$ cat config.mk
export PLATFORM = sky130hd
export DESIGN_NAME = mtimer_flat
export DESIGN_NICKNAME = d
export VERILOG_FILES = /design/src/rtl/riscv_pkg.sv /design/src/rtl/mtimer_if.sv /design/src/rtl/mtimer_prescaler.sv /design/src/rtl/mtimer.sv /design/src/flat_wrapper.sv
export SDC_FILE = /design/constraint.sdc
export NUM_CORES = 1
export LEC_CHECK = 0
export ABC_AREA = 1
export CAP_MARGIN = 20
export CORE_MARGIN = 2
export CORE_UTILIZATION = 45
export CTS_CLUSTER_DIAMETER = 60
export CTS_CLUSTER_SIZE = 25
export DETAILED_ROUTE_END_ITERATION = 7
export GPL_ROUTABILITY_DRIVEN = 0
export PLACE_DENSITY_LB_ADDON = 0.2
export SYNTH_ARGS = -nofsm -noshare
export SYNTH_HDL_FRONTEND = slang
export SYNTH_SLANG_ARGS = --single-unit
$ cat constraint.sdc
create_clock -name clk_i -period 2.21 [get_ports clk_i]
set_input_delay 0.442 -clock clk_i [delete_from_list [all_inputs] [get_ports clk_i]]
set_output_delay 0.442 -clock clk_i [all_outputs]
set_load 0.01 [all_outputs]
$ cat src/rtl/riscv_pkg.sv
// Shared core definitions: machine-timer register map used by the bus
// decoder, the timer itself and the software headers.
package riscv_pkg;

   localparam logic [2:0] MTIMER_OFF_MTIME_LO    = 3'd0;
   localparam logic [2:0] MTIMER_OFF_MTIME_HI    = 3'd1;
   localparam logic [2:0] MTIMER_OFF_MTIMECMP_LO = 3'd2;
   localparam logic [2:0] MTIMER_OFF_MTIMECMP_HI = 3'd3;
   localparam logic [2:0] MTIMER_OFF_CTRL        = 3'd4;

   localparam int unsigned MTIMER_WIN_BYTES = 32;

   // Every 3-bit offset has a label so a cast from the address is total.
   typedef enum logic [2:0] {
      MTIMER_REG_MTIME_LO    = MTIMER_OFF_MTIME_LO,
      MTIMER_REG_MTIME_HI    = MTIMER_OFF_MTIME_HI,
      MTIMER_REG_MTIMECMP_LO = MTIMER_OFF_MTIMECMP_LO,
      MTIMER_REG_MTIMECMP_HI = MTIMER_OFF_MTIMECMP_HI,
      MTIMER_REG_CTRL        = MTIMER_OFF_CTRL,
      MTIMER_REG_RSVD5       = 3'd5,
      MTIMER_REG_RSVD6       = 3'd6,
      MTIMER_REG_RSVD7       = 3'd7
   } mtimer_reg_e;

   localparam int unsigned MTIMER_CTRL_EN_BIT = 0;

endpackage

$ cat src/rtl/mtimer_if.sv
// Data-memory port between the core (master) and a memory-mapped
// responder such as the machine timer (slave).
interface mtimer_if;

   logic [31:0] addr_i;
   logic        read_i;
   logic [3:0]  wsel_byte_i;
   logic [31:0] wdata_i;
   logic [31:0] rdata_o;
   logic        hit_o;

   modport master (
      output addr_i,
      output read_i,
      output wsel_byte_i,
      output wdata_i,
      input  rdata_o,
      input  hit_o
   );

   modport slave (
      input  addr_i,
      input  read_i,
      input  wsel_byte_i,
      input  wdata_i,
      output rdata_o,
      output hit_o
   );

endinterface

$ cat src/rtl/mtimer_prescaler.sv
// Divides the clock into mtime increment ticks; one tick every PRESCALE
// enabled cycles, holding its count while disabled.
module mtimer_prescaler #(
   parameter int unsigned PRESCALE = 1
) (
   input  logic clk_i,
   input  logic rstn_i,
   input  logic en_i,
   output logic tick_o
);

   generate
      if (PRESCALE <= 1) begin : g_direct
         logic unused_clk_rst;
         assign unused_clk_rst = clk_i ^ rstn_i;
         assign tick_o         = en_i;
      end else begin : g_count
         localparam int W = $clog2(PRESCALE);
         localparam logic [W-1:0] LAST = W'(PRESCALE - 1);

         logic [W-1:0] cnt_q;
         logic [W-1:0] cnt_d;
         logic         wrap;

         assign wrap = (cnt_q == LAST);

         always_comb begin
            cnt_d = cnt_q;
            if (en_i) begin
               cnt_d = wrap ? '0 : cnt_q + W'(1);
            end
         end

         always_ff @(posedge clk_i or negedge rstn_i) begin
            if (!rstn_i) begin
               cnt_q <= '0;
            end else begin
               cnt_q <= cnt_d;
            end
         end

         assign tick_o = en_i & wrap;
      end
   endgenerate

endmodule

$ cat src/rtl/mtimer.sv
// RISC-V machine timer: 64-bit mtime/mtimecmp plus CTRL behind a 32-byte
// window on the data bus, with a registered level interrupt.
module mtimer
   import riscv_pkg::*;
#(
   parameter logic [31:0] BASE_ADDR = 32'h0002_0000,
   parameter int unsigned PRESCALE  = 1
) (
   input  logic    clk_i,
   input  logic    rstn_i,
   mtimer_if.slave bus,
   output logic    timer_irq_o
);

   logic        hit;
   logic        wr;
   logic        tick;
   mtimer_reg_e sel;
   logic [31:0] rdata;
   logic [1:0]  unused_addr;

   logic [63:0] mtime_q;
   logic [63:0] mtime_d;
   logic [63:0] mtimecmp_q;
   logic [63:0] mtimecmp_d;
   logic        en_q;
   logic        en_d;
   logic        irq_q;
   logic        irq_d;

   function automatic logic [31:0] lane_merge(
      input logic [31:0] old_v,
      input logic [31:0] new_v,
      input logic [3:0]  lanes
   );
      logic [31:0] r;
      r = old_v;
      for (int k = 0; k < 4; k++) begin
         if (lanes[k]) begin
            r[8*k +: 8] = new_v[8*k +: 8];
         end
      end
      return r;
   endfunction

   assign hit         = (bus.addr_i[31:5] == BASE_ADDR[31:5]);
   assign sel         = mtimer_reg_e'(bus.addr_i[4:2]);
   assign wr          = hit & (|bus.wsel_byte_i);
   assign unused_addr = bus.addr_i[1:0];

   mtimer_prescaler #(
      .PRESCALE(PRESCALE)
   ) u_prescaler (
      .clk_i (clk_i),
      .rstn_i(rstn_i),
      .en_i  (en_q),
      .tick_o(tick)
   );

   // A bus write to either mtime half overrides the whole increment.
   always_comb begin
      mtime_d    = mtime_q;
      mtimecmp_d = mtimecmp_q;
      en_d       = en_q;
      if (tick) begin
         mtime_d = mtime_q + 64'd1;
      end
      if (wr) begin
         case (sel)
            MTIMER_REG_MTIME_LO: begin
               mtime_d = {mtime_q[63:32],
                          lane_merge(mtime_q[31:0], bus.wdata_i,
                                     bus.wsel_byte_i)};
            end
            MTIMER_REG_MTIME_HI: begin
               mtime_d = {lane_merge(mtime_q[63:32], bus.wdata_i,
                                     bus.wsel_byte_i),
                          mtime_q[31:0]};
            end
            MTIMER_REG_MTIMECMP_LO: begin
               mtimecmp_d = {mtimecmp_q[63:32],
                             lane_merge(mtimecmp_q[31:0], bus.wdata_i,
                                        bus.wsel_byte_i)};
            end
            MTIMER_REG_MTIMECMP_HI: begin
               mtimecmp_d = {lane_merge(mtimecmp_q[63:32], bus.wdata_i,
                                        bus.wsel_byte_i),
                             mtimecmp_q[31:0]};
            end
            MTIMER_REG_CTRL: begin
               if (bus.wsel_byte_i[0]) begin
                  en_d = bus.wdata_i[MTIMER_CTRL_EN_BIT];
               end
            end
            default: begin
            end
         endcase
      end
   end

   assign irq_d = (mtime_q >= mtimecmp_q);

   always_ff @(posedge clk_i or negedge rstn_i) begin
      if (!rstn_i) begin
         mtime_q    <= '0;
         mtimecmp_q <= '1;
         en_q       <= 1'b1;
         irq_q      <= 1'b0;
      end else begin
         mtime_q    <= mtime_d;
         mtimecmp_q <= mtimecmp_d;
         en_q       <= en_d;
         irq_q      <= irq_d;
      end
   end

   always_comb begin
      rdata = '0;
      case (sel)
         MTIMER_REG_MTIME_LO:    rdata = mtime_q[31:0];
         MTIMER_REG_MTIME_HI:    rdata = mtime_q[63:32];
         MTIMER_REG_MTIMECMP_LO: rdata = mtimecmp_q[31:0];
         MTIMER_REG_MTIMECMP_HI: rdata = mtimecmp_q[63:32];
         MTIMER_REG_CTRL:        rdata = {31'b0, en_q};
         default:                rdata = '0;
      endcase
   end

   assign bus.rdata_o = (hit & bus.read_i) ? rdata : 32'h0;
   assign bus.hit_o   = hit;
   assign timer_irq_o = irq_q;

endmodule

$ cat src/flat_wrapper.sv
// flat-port wrapper written by rule: the top's interface ports become plain ports
module mtimer_flat import riscv_pkg::*;
#(
   parameter logic [31:0] BASE_ADDR = 32'h0002_0000,
   parameter int unsigned PRESCALE  = 1
)
  (clk_i, rstn_i, timer_irq_o, bus_addr_i, bus_read_i, bus_wsel_byte_i, bus_wdata_i, bus_rdata_o, bus_hit_o);
  mtimer_if bus_i ();
  input  logic clk_i;
  input  logic rstn_i;
  output logic timer_irq_o;
  input wire logic [$bits(bus_i.addr_i)-1:0] bus_addr_i;
  input wire logic [$bits(bus_i.read_i)-1:0] bus_read_i;
  input wire logic [$bits(bus_i.wsel_byte_i)-1:0] bus_wsel_byte_i;
  input wire logic [$bits(bus_i.wdata_i)-1:0] bus_wdata_i;
  output wire logic [$bits(bus_i.rdata_o)-1:0] bus_rdata_o;
  output wire logic [$bits(bus_i.hit_o)-1:0] bus_hit_o;
  assign bus_i.addr_i = bus_addr_i;
  assign bus_i.read_i = bus_read_i;
  assign bus_i.wsel_byte_i = bus_wsel_byte_i;
  assign bus_i.wdata_i = bus_wdata_i;
  assign bus_rdata_o = bus_i.rdata_o;
  assign bus_hit_o = bus_i.hit_o;
  mtimer #(.BASE_ADDR(BASE_ADDR), .PRESCALE(PRESCALE)) u_core (.clk_i(clk_i), .rstn_i(rstn_i), .bus(bus_i), .timer_irq_o(timer_irq_o));
endmodule
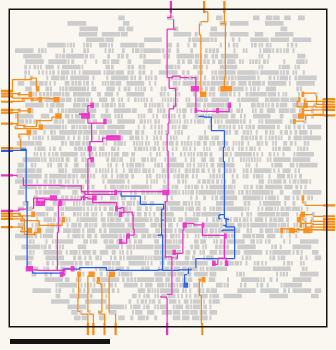
*Nets reached from selected ports, run 1*
Scale bar: 50 microns.
[bus_hit_o] blue | bits: 1 | direction: output | end cells: 1 | wire: 366 microns
[bus_wsel_byte_i] magenta | bits: 4 | direction: input | end cells: 35 | wire: 668 microns
[bus_rdata_o] orange | bits: 32 | direction: output | end cells: 32 | wire: 666 microns
Buffers on Ports: 102
I/O pins: 105

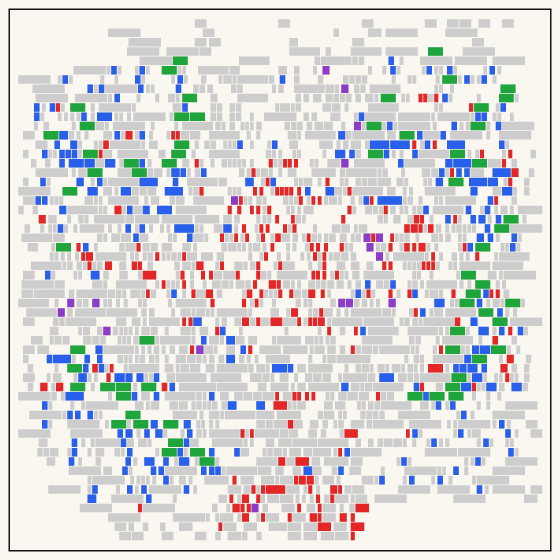
*Gate families picked out, run 1*
[NOR gates] red | cells: 223 | most used: nor2_1
[AND and OR gates] purple | cells: 18 | most used: or2_2
[adder and majority cells] green | cells: 65 | most used: ha_1
[inverting AOI/OAI gates] blue | cells: 234 | most used: o21ai_0 | where: all over the die

==> impl_metrics.tcl, run 1 <==
# flow metrics
set metrics [dict create \
    status "finished with violations" \
    violations "negative setup slack" \
    grt_pass1_vias 12010 \
    ys_area_sq_mm 0.01062 \
    powerDensity_mw_per_mm2 417.4 \
    detail-route-antenna-nets 0 \
    yosysWarnings 0 \
    synth_cell_types 48 \
    antenna_found_initial 0 \
    worst-path-max-fanout 8 \
    hp-class "flip-flop to flip-flop" \
    clkTransAtPathRegs_ns 0.06 \
    simple_gate_share_pct 36.38 \
    wl_per_cell_microns 19.54 \
    place_ws_ns -0.7811 \
    period_needed_ns 2.246 \
    fin_area_sq_mm 0.01410 \
    power.total_w 0.005885 \
    dr_total_vias 12503 \
    place_area_sq_mm 0.01309 \
    vias_per_cell 5.717 \
    gr-usage-all-layers_pct 34.74 \
    drv_cap 0 \
    p_int_w 0.004405 \
    worstPathRequired_ns 1.77 \
    topCellsByArea "dfstp_2 16%, dfrtp_1 15%, nand2_1 15%, nand3_1 8.4%, ha_1 7.7%" \
    tightest_slew_ns 0.4955 \
    crit_arrival_ns 1.80 \
    fin_ws_ns -0.03644 \
    clock_path_buffers 2 \
    critPathBufInv 5 \
    fill_cells 2201 \
    total_leakage_power_nw 6.247 \
    dieHeight_microns 157.6 \
    fin_nets 1992 \
    ys_ff 130 \
    antennaDiodeCount 0 \
    ys_sh_aoi_pct 12.79 \
    rows 56 \
    maxSlewHeadroom_pct 66.97 \
    layout-drive-gt1-share_pct 22.32 \
    period_used_pct 101.6 \
    holdWs_ns 0.4876 \
    grt-ovfl-total 0 \
    warning_count 30 \
    cts.sink_count 130 \
    cts_tree "done" \
    path_cells "buf_2 -> nor2_4 -> nand2_2 -> nor2_2 -> nand2_1 -> nor2_2 -> o211ai_1 -> buf_4 -> buf_12 -> buf_6 -> a21oi_4 -> buf_6" \
    place_inst 2135 \
    rsz0062_at_grt "true" \
    synth_nets 1754 \
    yosys-mux-area-fraction_pct 0.09424 \
    routed_wl_mm 42.73 \
    layout_top_cells "425 x nand2_1, 203 x inv_1, 174 x nand3_1" \
    numCtsBuffers 17 \
    vdd_drop_max_mv 0.3565 \
    final-setup-viol-count 3 \
    grt_max_degree 50 \
    synth.top_cell.area_share_pct 16.08 \
    yosysTopAreaCell "dfstp_2" \
]
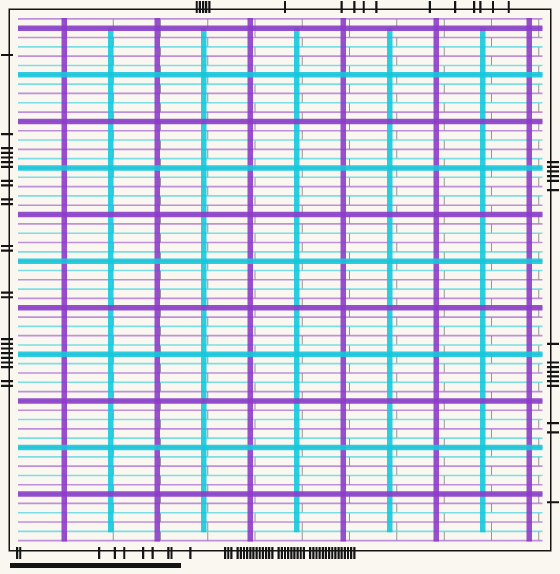
*PDN straps and rails, run 1*
Scale bar: 50 microns. Pins as bars on the die edge. Tap cells in gray.
[VDD] cyan
[VSS] purple
met5 straps: 11
signal pins: 105

[run 1: Yosys cell counts (all sizes together)]
cell,count
nand2,433
inv,214
nor2,205
nand3,181
o21ai,98
a21oi,75
dfrtp,65
dfstp,65
ha,65
nand4,43
buf,31
o22ai,25
clkbuf,16
a221oi,15
nor3,15
xor2,15
or2,12
o211ai,9
xnor2,8
and2,6
o21bai,6
a41oi,3
nor4,3
nand3b,2
o21a,2
a21o,1
a31oi,1
clkinv,1
mux2i,1
o221ai,1
o31ai,1
[run 1: flip-flops by register name (all words and copies together), names as in the netlist]
register and flops:
u_core.mtime_q 64, u_core.mtimecmp_q 64, u_core.en_q 1, u_core.timer_irq_o 1
[run 1: path summary, 6_finish.rpt]
path	from	end	slack [ns]	cells past startpoint
max	bus_addr_i[9]	bus_rdata_o[31]	-0.04	12
min	u_core.mtimecmp_q[48]	u_core.mtimecmp_q[48]	0.49	2
max reg2reg	u_core.mtime_q[2]	u_core.mtime_q[27]	0.07	9
min reg2reg	u_core.mtimecmp_q[48]	u_core.mtimecmp_q[48]	0.49	2
max in group asynchronous	rstn_i	u_core.en_q	0.99	3
min in group asynchronous	rstn_i	u_core.mtime_q[17]	0.53	2
[run 1: stage by stage]
stage	TNS [ns]	util, %
finish	-0.07108	60.42
global route	-1.385	60.42
CTS	-0.03002	59.39
detailed placement	-63.85	56.08
global placement	-55.20	56.08
floorplan	0	-
[run 1: power groups by stage]
| stage | clock, W | sequential (W) | combinational [W] |
|---|---|---|---|
| after global placement | 0 | 0.00243 | 0.000440 |
| after global routing | 0.00308 | 0.00239 | 0.000546 |
| after floorplan | 0 | 0.00243 | 0.000103 |
| after CTS | 0.00299 | 0.00239 | 0.000472 |
| after detailed placement | 0 | 0.00243 | 0.000446 |
| final | 0.00298 | 0.00239 | 0.000520 |
[run 1: worst register-to-register path: stages (launching register included)]
cell and delay [ns]:
dfrtp_1 0.53, nand2_1 0.17, nor2_2 0.25, nand2_2 0.16, nor2_4 0.22, inv_1 0.09, nor2_2 0.31, or2_2 0.18
nand3_1 0.07, nand3_1 0.09
[run 1: layer usage]
layer	up-vias	share of wire (%)	track usage, %
li1	5792	-	-
met4	0	5.2	15.28
met1	5811	39	44.19
met3	174	10	8.596
met2	726	46	55.96
met5	-	0	0
[run 1: cell type report]
type / count / area share, %
repair buffers: 266 / 17.17
multi-input cells: 1226 / 46.25
clock buffers: 22 / 3.674
well taps: 319 / 2.831
inverters: 215 / 5.760
clock inverters: 9 / 0.6390
flip-flops and latches: 130 / 23.67
[run 1: cell families (layout without fill, tap and decap cells)]
family / after synthesis / count (layout)
DFF: 130 / 130
xor gates and xnor gates: 23 / 23
buffers and inverters: 262 / 512
muxes: 1 / 1
AOI/OAI and AO/OA: 237 / 237
and+or+nand+nor: 900 / 900
adders and majority gates: 65 / 65
[run 1: repair_timing]
item	CTS	global route
hold buffers	1	0
buffers inserted	11	7
pin swaps	37	18
gates resized	307	60
gates cloned	2	1
endpoints found under the hold margin	21	0
setup endpoints to repair	33	56
==> inputs of run 2 (changes only) <==
Settings changed: CTS_CLUSTER_DIAMETER 60 to 200.
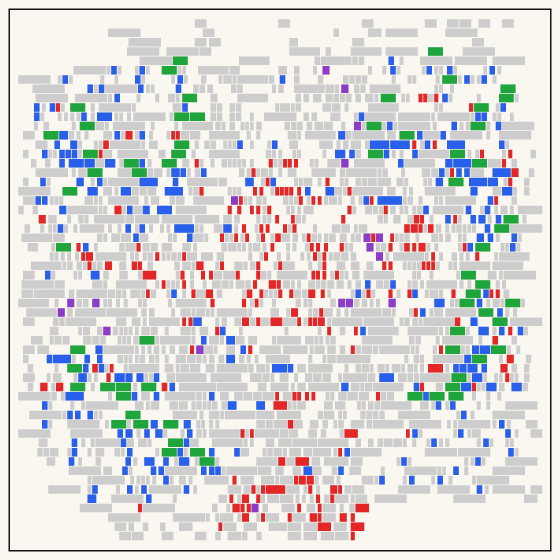
*Gate families picked out, run 2*
Top cell excl fill/tap: nand2_1
Comb area share: 46.25%

==> impl_metrics.tcl, run 2 <==
# flow metrics
set metrics [dict create \
    synthCells 1618 \
    crit_arrival_ns 1.80 \
    grt_max_degree 50 \
    cts-root-buf "clkbuf_16" \
    place_inst 2135 \
    final-setup-viol-count 3 \
    netlist_area_sq_mm 0.01062 \
    worst-path-max-fanout 8 \
    drv_cap 0 \
    swShare_pct 25.16 \
    synthToLayoutAreaGrowth_pct 32.74 \
    ys_area_sq_mm 0.01062 \
    detail-route-antenna-nets 0 \
    die_area_sq_mm 0.02485 \
    routed_wl_mm 42.73 \
    comb_power_share_pct 8.8 \
    p_clk_share_pct 50.6 \
    period_needed_ns 2.246 \
    ys_ff 130 \
    synth.most_common_cell "nand2_1" \
    ys_seq_share_pct 31.39 \
    final_cell_count_no_fill 2187 \
    clkTransAtPathRegs_ns 0.06 \
    layout_top_cells "425 x nand2_1, 203 x inv_1, 174 x nand3_1" \
    drc 0 \
    dr_total_vias 12503 \
    rsz0062_at_grt "true" \
    edf_count 0 \
    gr-usage-all-layers_pct 34.74 \
    vdd_drop_max_mv 0.3565 \
    synth.top_cell.area_share_pct 16.08 \
    place.detailed.hpwl_mm 32.16 \
    p_switching_w 0.001481 \
    synth_nets 1754 \
    finalClockSkew_ns 0.01084 \
    worstPathRequired_ns 1.77 \
    power.total_w 0.005885 \
    p_int_w 0.004405 \
    grt_pass1_vias 12010 \
    top_regs "u_core.mtime_q: 64 flops, u_core.mtimecmp_q: 64 flops" \
    crit_type "input pin to output pin" \
    status "finished with violations" \
    htreeDepth 4 \
    fin_ws_ns -0.03644 \
    hold_viol 0 \
    crit_start "bus_addr_i[9]" \
    r2r-start "u_core.mtime_q[2]" \
    ff_type "dfstp_2" \
    rows 56 \
    dieWidth_microns 157.6 \
    cts.sink_count 130 \
    drtIter0Drc 1351 \
    topCellsByArea "dfstp_2 16%, dfrtp_1 15%, nand2_1 15%, nand3_1 8.4%, ha_1 7.7%" \
    slew_violations 0 \
    antenna_found_initial 0 \
    cts_tree "done" \
    violations "negative setup slack" \
    fmax_mhz 445.1 \
    hp-start "u_core.mtimecmp_q[48]" \
    warning_count 30 \
    worst_setup_path_end_kind "output pin" \
    ys_cells 1618 \
    layout-drive-gt1-share_pct 22.32 \
    portBuffers 102 \
    yosysWarnings 0 \
    fin_nets 1992 \
    synthArstFlopShare_pct 100.0 \
    netlist_top_cells_count "427 x nand2_1, 206 x inv_1, 199 x nor2_1" \
    clock_path_buffers 2 \
    wl_per_cell_microns 19.54 \
    period_used_pct 101.6 \
    hp-class "flip-flop to flip-flop" \
    dieHeight_microns 157.6 \
    total_leakage_power_nw 6.247 \
    maxSlewHeadroom_pct 66.97 \
    avgSynthCellArea_sq_um 6.565 \
    vias_per_cell 5.717 \
    fp_util_pct 45.52 \
    antennaDiodeCount 0 \
    synth_cell_types 48 \
    core_area_sq_mm 0.02333 \
    clock_latency_ns 0.44 \
    io_pins 105 \
    powerDensity_mw_per_mm2 417.4 \
    grt-ovfl-total 0 \
    tightest_slew_ns 0.4955 \
    yosysTopAreaCell "dfstp_2" \
    numCtsBuffers 17 \
]
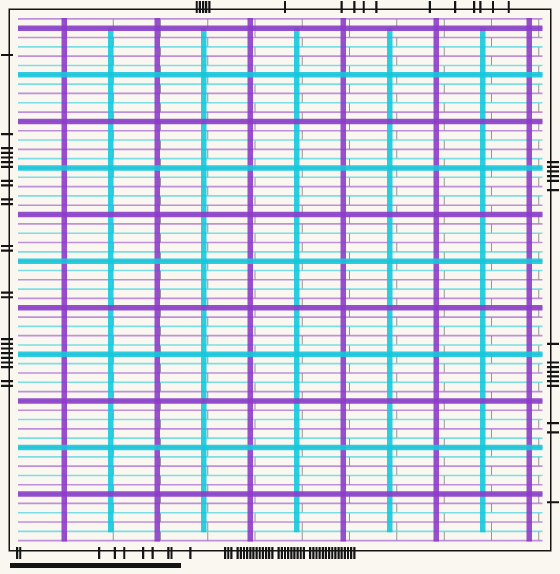
*PDN straps and rails, run 2*
Scale bar: 50 microns. Pins as bars on the die edge. Tap cells in gray.
[VDD] cyan
[VSS] purple
met1 rails: 57
tap cells: 319
signal pins: 105
met4 straps: 11

==> run 2: logic make-up after synthesis <==
logic type / count (synthesis) / share of synthesized area (%)
muxes: 1 / 0.09424
DFF: 130 / 31.39
and+or+nand+nor: 900 / 36.38
adders and majority gates: 65 / 7.657
xor gates and xnor gates: 23 / 1.897
AOI/OAI and AO/OA: 237 / 12.79
buffers and inverters: 262 / 9.789
==> run 2: worst paths after layout <==
kind                                         end  slack [ns]  cells past startpoint
max                              bus_rdata_o[31]       -0.04                     12
max reg2reg                   u_core.mtime_q[27]        0.07                      9
min reg2reg                u_core.mtimecmp_q[48]        0.49                      2
max in group asynchronous            u_core.en_q        0.99                      3
min                        u_core.mtimecmp_q[48]        0.49                      2
min in group asynchronous     u_core.mtime_q[17]        0.53                      2
==> run 2: worst max-delay path: stages <==
cell and delay, ns:
buf_2 0.12, nor2_4 0.08, nand2_2 0.05, nor2_2 0.10, nand2_1 0.07, nor2_2 0.12
o211ai_1 0.12, buf_4 0.18, buf_12 0.15, buf_6 0.12, a21oi_4 0.12, buf_6 0.12
==> run 2: final cells by class <==
type,count,area [sq um]
clock buffers,22,518.0
clock inverters,9,90.09
fillers,2201,9234
inverters,215,812.0
multi-input cells,1226,6521
flip-flops and latches,130,3337
well taps,319,399.1
repair buffers,266,2421
==> run 2: power by group through the flow <==
stage	Combinational [W]	Sequential, W	Clock (W)
2_1_floorplan	0.000103	0.00243	0
3_3_place_gp	0.000440	0.00243	0
3_5_place_dp	0.000446	0.00243	0
4_1_cts	0.000472	0.00239	0.00299
5_1_grt	0.000546	0.00239	0.00308
6_report	0.000520	0.00239	0.00298
==> run 2: stage by stage <==
stage	setup TNS (ns)	util [%]	instance area (sq um)	hold slack, ns	worst slack (ns)
detailed placement	-63.85	56.08	13090	0.4299	-0.7811
global route	-1.385	60.42	14100	0.5043	-0.1290
floorplan	0	-	10620	0.1464	0.1114
CTS	-0.03002	59.39	13860	0.4926	-0.02499
finish	-0.07108	60.42	14100	0.4876	-0.03644
global placement	-55.20	56.08	13090	0.4226	-0.7442
==> run 2: routing by layer <==
| metal | GRT usage (%) | routed length [microns] | vias up |
|---|---|---|---|
| met3 | 8.596 | 4278 | 174 |
| met4 | 15.28 | 2211 | 0 |
| met2 | 55.96 | 19440 | 726 |
| met1 | 44.19 | 16800 | 5811 |
| li1 | - | - | 5792 |
| met5 | 0 | 0 | - |
==> run 2: repair_timing <==
item                                    4_1_cts  5_1_grt
gates cloned                                  2        1
pin swaps                                    37       18
buffers inserted                             11        7
endpoints found under the setup margin       33       56
hold endpoints to repair                     21        0
gates resized                               307       60
hold buffers                                  1        0
### Cell density map, run 2

Scale bar: 50 microns. The die is cut into 16 by 16 equal tiles; white is low, dark blue is high, 0 to 100% covered.
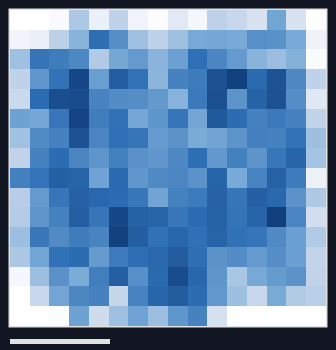

==> inputs of run 3 (changes only) <==
Settings changed: SLEW_MARGIN set to 15.
Clock period 2.21 ns to 2.4 ns, I/O delays scaled along.
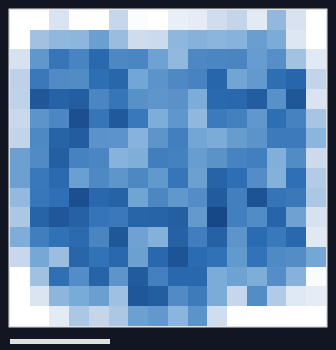
*Cell density map, run 3*
Scale bar: 50 microns. The die is cut into 16 by 16 equal tiles; white is low, dark blue is high, 0 to 100% covered.
tiles over 75% full: 19%
emptiest ninth of the die: lower right
mean over tiles: 53%
nearly empty tiles: 7.0%

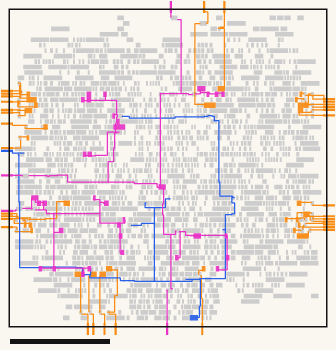
*Nets reached from selected ports, run 3*
Scale bar: 50 microns.
[bus_wsel_byte_i] magenta | bits: 4 | direction: input | end cells: 35 | wire: 619 microns
[bus_rdata_o] orange | bits: 32 | direction: output | end cells: 32 | wire: 640 microns
[bus_hit_o] blue | bits: 1 | direction: output | end cells: 1 | wire: 426 microns

==> impl_metrics.tcl, run 3 <==
# flow metrics
set metrics [dict create \
    ys_cells 1618 \
    wl_per_cell_microns 19.26 \
    ys_seq_share_pct 31.39 \
    netlist_top_cells_count "427 x nand2_1, 206 x inv_1, 199 x nor2_1" \
    ff_type "dfstp_2" \
    hp-class "input pin to asynchronous set/reset pin" \
    total_leakage_power_nw 6.019 \
    yosysWarnings 0 \
    clock_latency_ns 0.44 \
    tightest_slew_ns 0.5637 \
    synthArstFlopShare_pct 100.0 \
    edf_count 0 \
    p_int_w 0.003896 \
    gr-usage-all-layers_pct 34.22 \
    netlist_area_sq_mm 0.01062 \
    drv_cap 0 \
    simple_gate_share_pct 36.38 \
    synth_nets 1754 \
    warning_count 29 \
    htreeDepth 4 \
    top_regs "u_core.mtime_q: 64 flops, u_core.mtimecmp_q: 64 flops" \
    fill_cells 2256 \
    maxSlewHeadroom_pct 62.42 \
    clock_path_buffers 2 \
    layout_top_cells "420 x nand2_1, 203 x inv_1, 180 x nor2_1" \
    crit_type "input pin to output pin" \
    detail-route-antenna-nets 0 \
    synth.logic.top_family "simple AND/OR/NAND/NOR gates" \
    synthCells 1618 \
    crit_arrival_ns 1.89 \
    p_clk_share_pct 50.1 \
    worst-path-max-fanout 8 \
    worst-r2r-setup-slack_ns 0.10 \
    final_cell_count_no_fill 2153 \
    r2r-end "u_core.mtime_q[40]" \
    fin_ws_ns 0.02756 \
    grt-ovfl-total 0 \
    antennaDiodeCount 0 \
    clkTransAtPathRegs_ns 0.07 \
    place_inst 2107 \
    synth_cell_types 48 \
    core_area_sq_mm 0.02333 \
    layout-drive-gt1-share_pct 20.12 \
    status "finished clean" \
    rows 56 \
    place_ws_ns -0.6225 \
    grt_max_degree 55 \
    synth.top_cell.area_share_pct 16.08 \
    yosysTopAreaCell "dfstp_2" \
    portBuffers 102 \
    routed_wl_mm 41.48 \
    yosys-mux-area-fraction_pct 0.09424 \
    die_area_sq_mm 0.02485 \
    powerDensity_mw_per_mm2 385.2 \
    grt_pass1_vias 11691 \
    dr_total_vias 12201 \
    place.detailed.hpwl_mm 31.63 \
    drtIter0Drc 1462 \
    fin_nets 1957 \
    vias_per_cell 5.667 \
    cts.sink_count 130 \
    numCtsBuffers 17 \
    avgSynthCellArea_sq_um 6.565 \
    r2r-start "u_core.mtime_q[17]" \
    drc 0 \
    antenna_found_initial 0 \
    fmax_mhz 421.5 \
    ys_area_sq_mm 0.01062 \
    lay_top_count "nand2_1" \
    dieWidth_microns 157.6 \
    topCellsByArea "dfstp_2 16%, dfrtp_1 15%, nand2_1 15%, nand3_1 8.4%, ha_1 7.7%" \
    synth.most_common_cell "nand2_1" \
    cts-root-buf "clkbuf_16" \
    period_needed_ns 2.372 \
    xor_share_pct 1.897 \
    ys_ff 130 \
    slew_violations 0 \
    fp_util_pct 45.52 \
    ys_sh_adder_pct 7.657 \
    worst_setup_path_end_kind "output pin" \
    worstPathRequired_ns 1.92 \
    reg2reg_depth 9 \
    vdd_drop_max_mv 0.2712 \
    place_area_sq_mm 0.01290 \
    swShare_pct 25.97 \
    cts_tree "done" \
    period_used_pct 98.85 \
]
## run 3: per-layer routing
layer / wire (microns) / vias to the layer above / global-route usage (%)
met5: 0 / - / 0
met4: 2127 / 0 / 16.84
met3: 4314 / 157 / 6.871
met2: 18450 / 702 / 53.56
met1: 16590 / 5612 / 45.12
li1: - / 5730 / -
## run 3: final cells by class
cell class | instances | area [sq um] | share of cell area, %
Clock inverter | 11 | 103.9 | 0.7602
Tap cell | 319 | 399.1 | 2.922
Multi-Input combinational cell | 1226 | 6500 | 47.58
Clock buffer | 21 | 471.7 | 3.453
Inverter | 215 | 809.5 | 5.926
Timing Repair Buffer | 231 | 2042 | 14.95
Sequential cell | 130 | 3334 | 24.41
## run 3: critical path, stage by stage
cell and delay [ns]:
buf_2 0.11, nor2_2 0.09, nand2_1 0.09, nor2_4 0.10
nand2_2 0.08, nor2_4 0.13, o211ai_1 0.17, buf_6 0.19
buf_6 0.14, a31oi_1 0.15, buf_2 0.16
## run 3: worst max-delay path by stage
stage                   startpoint  cells past startpoint              end
detailed placement  bus_addr_i[17]                     11  bus_rdata_o[30]
global route         bus_addr_i[5]                     11   bus_rdata_o[0]
floorplan           bus_addr_i[28]                      9  bus_rdata_o[25]
global placement     bus_addr_i[2]                      8  bus_rdata_o[31]
finish               bus_addr_i[5]                     11   bus_rdata_o[0]
CTS                 bus_addr_i[30]                     11   bus_rdata_o[0]
## run 3: logic make-up (layout without fill, tap and decap cells)
group,Yosys count,in the layout
fa+ha+maj,65,65
compound gates,237,237
simple gates,900,900
flops,130,130
mux,1,1
xor+xnor,23,23
buf+inv,262,478
## run 3: timing repair
item	in CTS	in global routing
buffers inserted	13	1
gates resized	262	60
pin swaps	30	28
setup endpoints to repair	33	62
cloned	1	0
## run 3: power by group through the flow
| stage | Clock, W | Sequential (W) | Combinational, W |
|---|---|---|---|
| after global routing | 0.00275 | 0.00220 | 0.000456 |
| final | 0.00264 | 0.00220 | 0.000428 |
| after detailed placement | 0 | 0.00223 | 0.000402 |
| after global placement | 0 | 0.00223 | 0.000398 |
| after floorplan | 0 | 0.00223 | 0.0000945 |
| after CTS | 0.00265 | 0.00220 | 0.000398 |
## run 3: stage by stage
step	hold WS [ns]	total power [W]	TNS, ns
2_1_floorplan	0.1844	0.002328	0
3_3_place_gp	0.4648	0.002631	-36.19
3_5_place_dp	0.4832	0.002635	-46.99
4_1_cts	0.01863	0.005249	0
5_1_grt	0.04452	0.005397	-0.1370
6_report	0.006779	0.005263	0
No activity file was given, so power comes from the tool's default toggle rates.
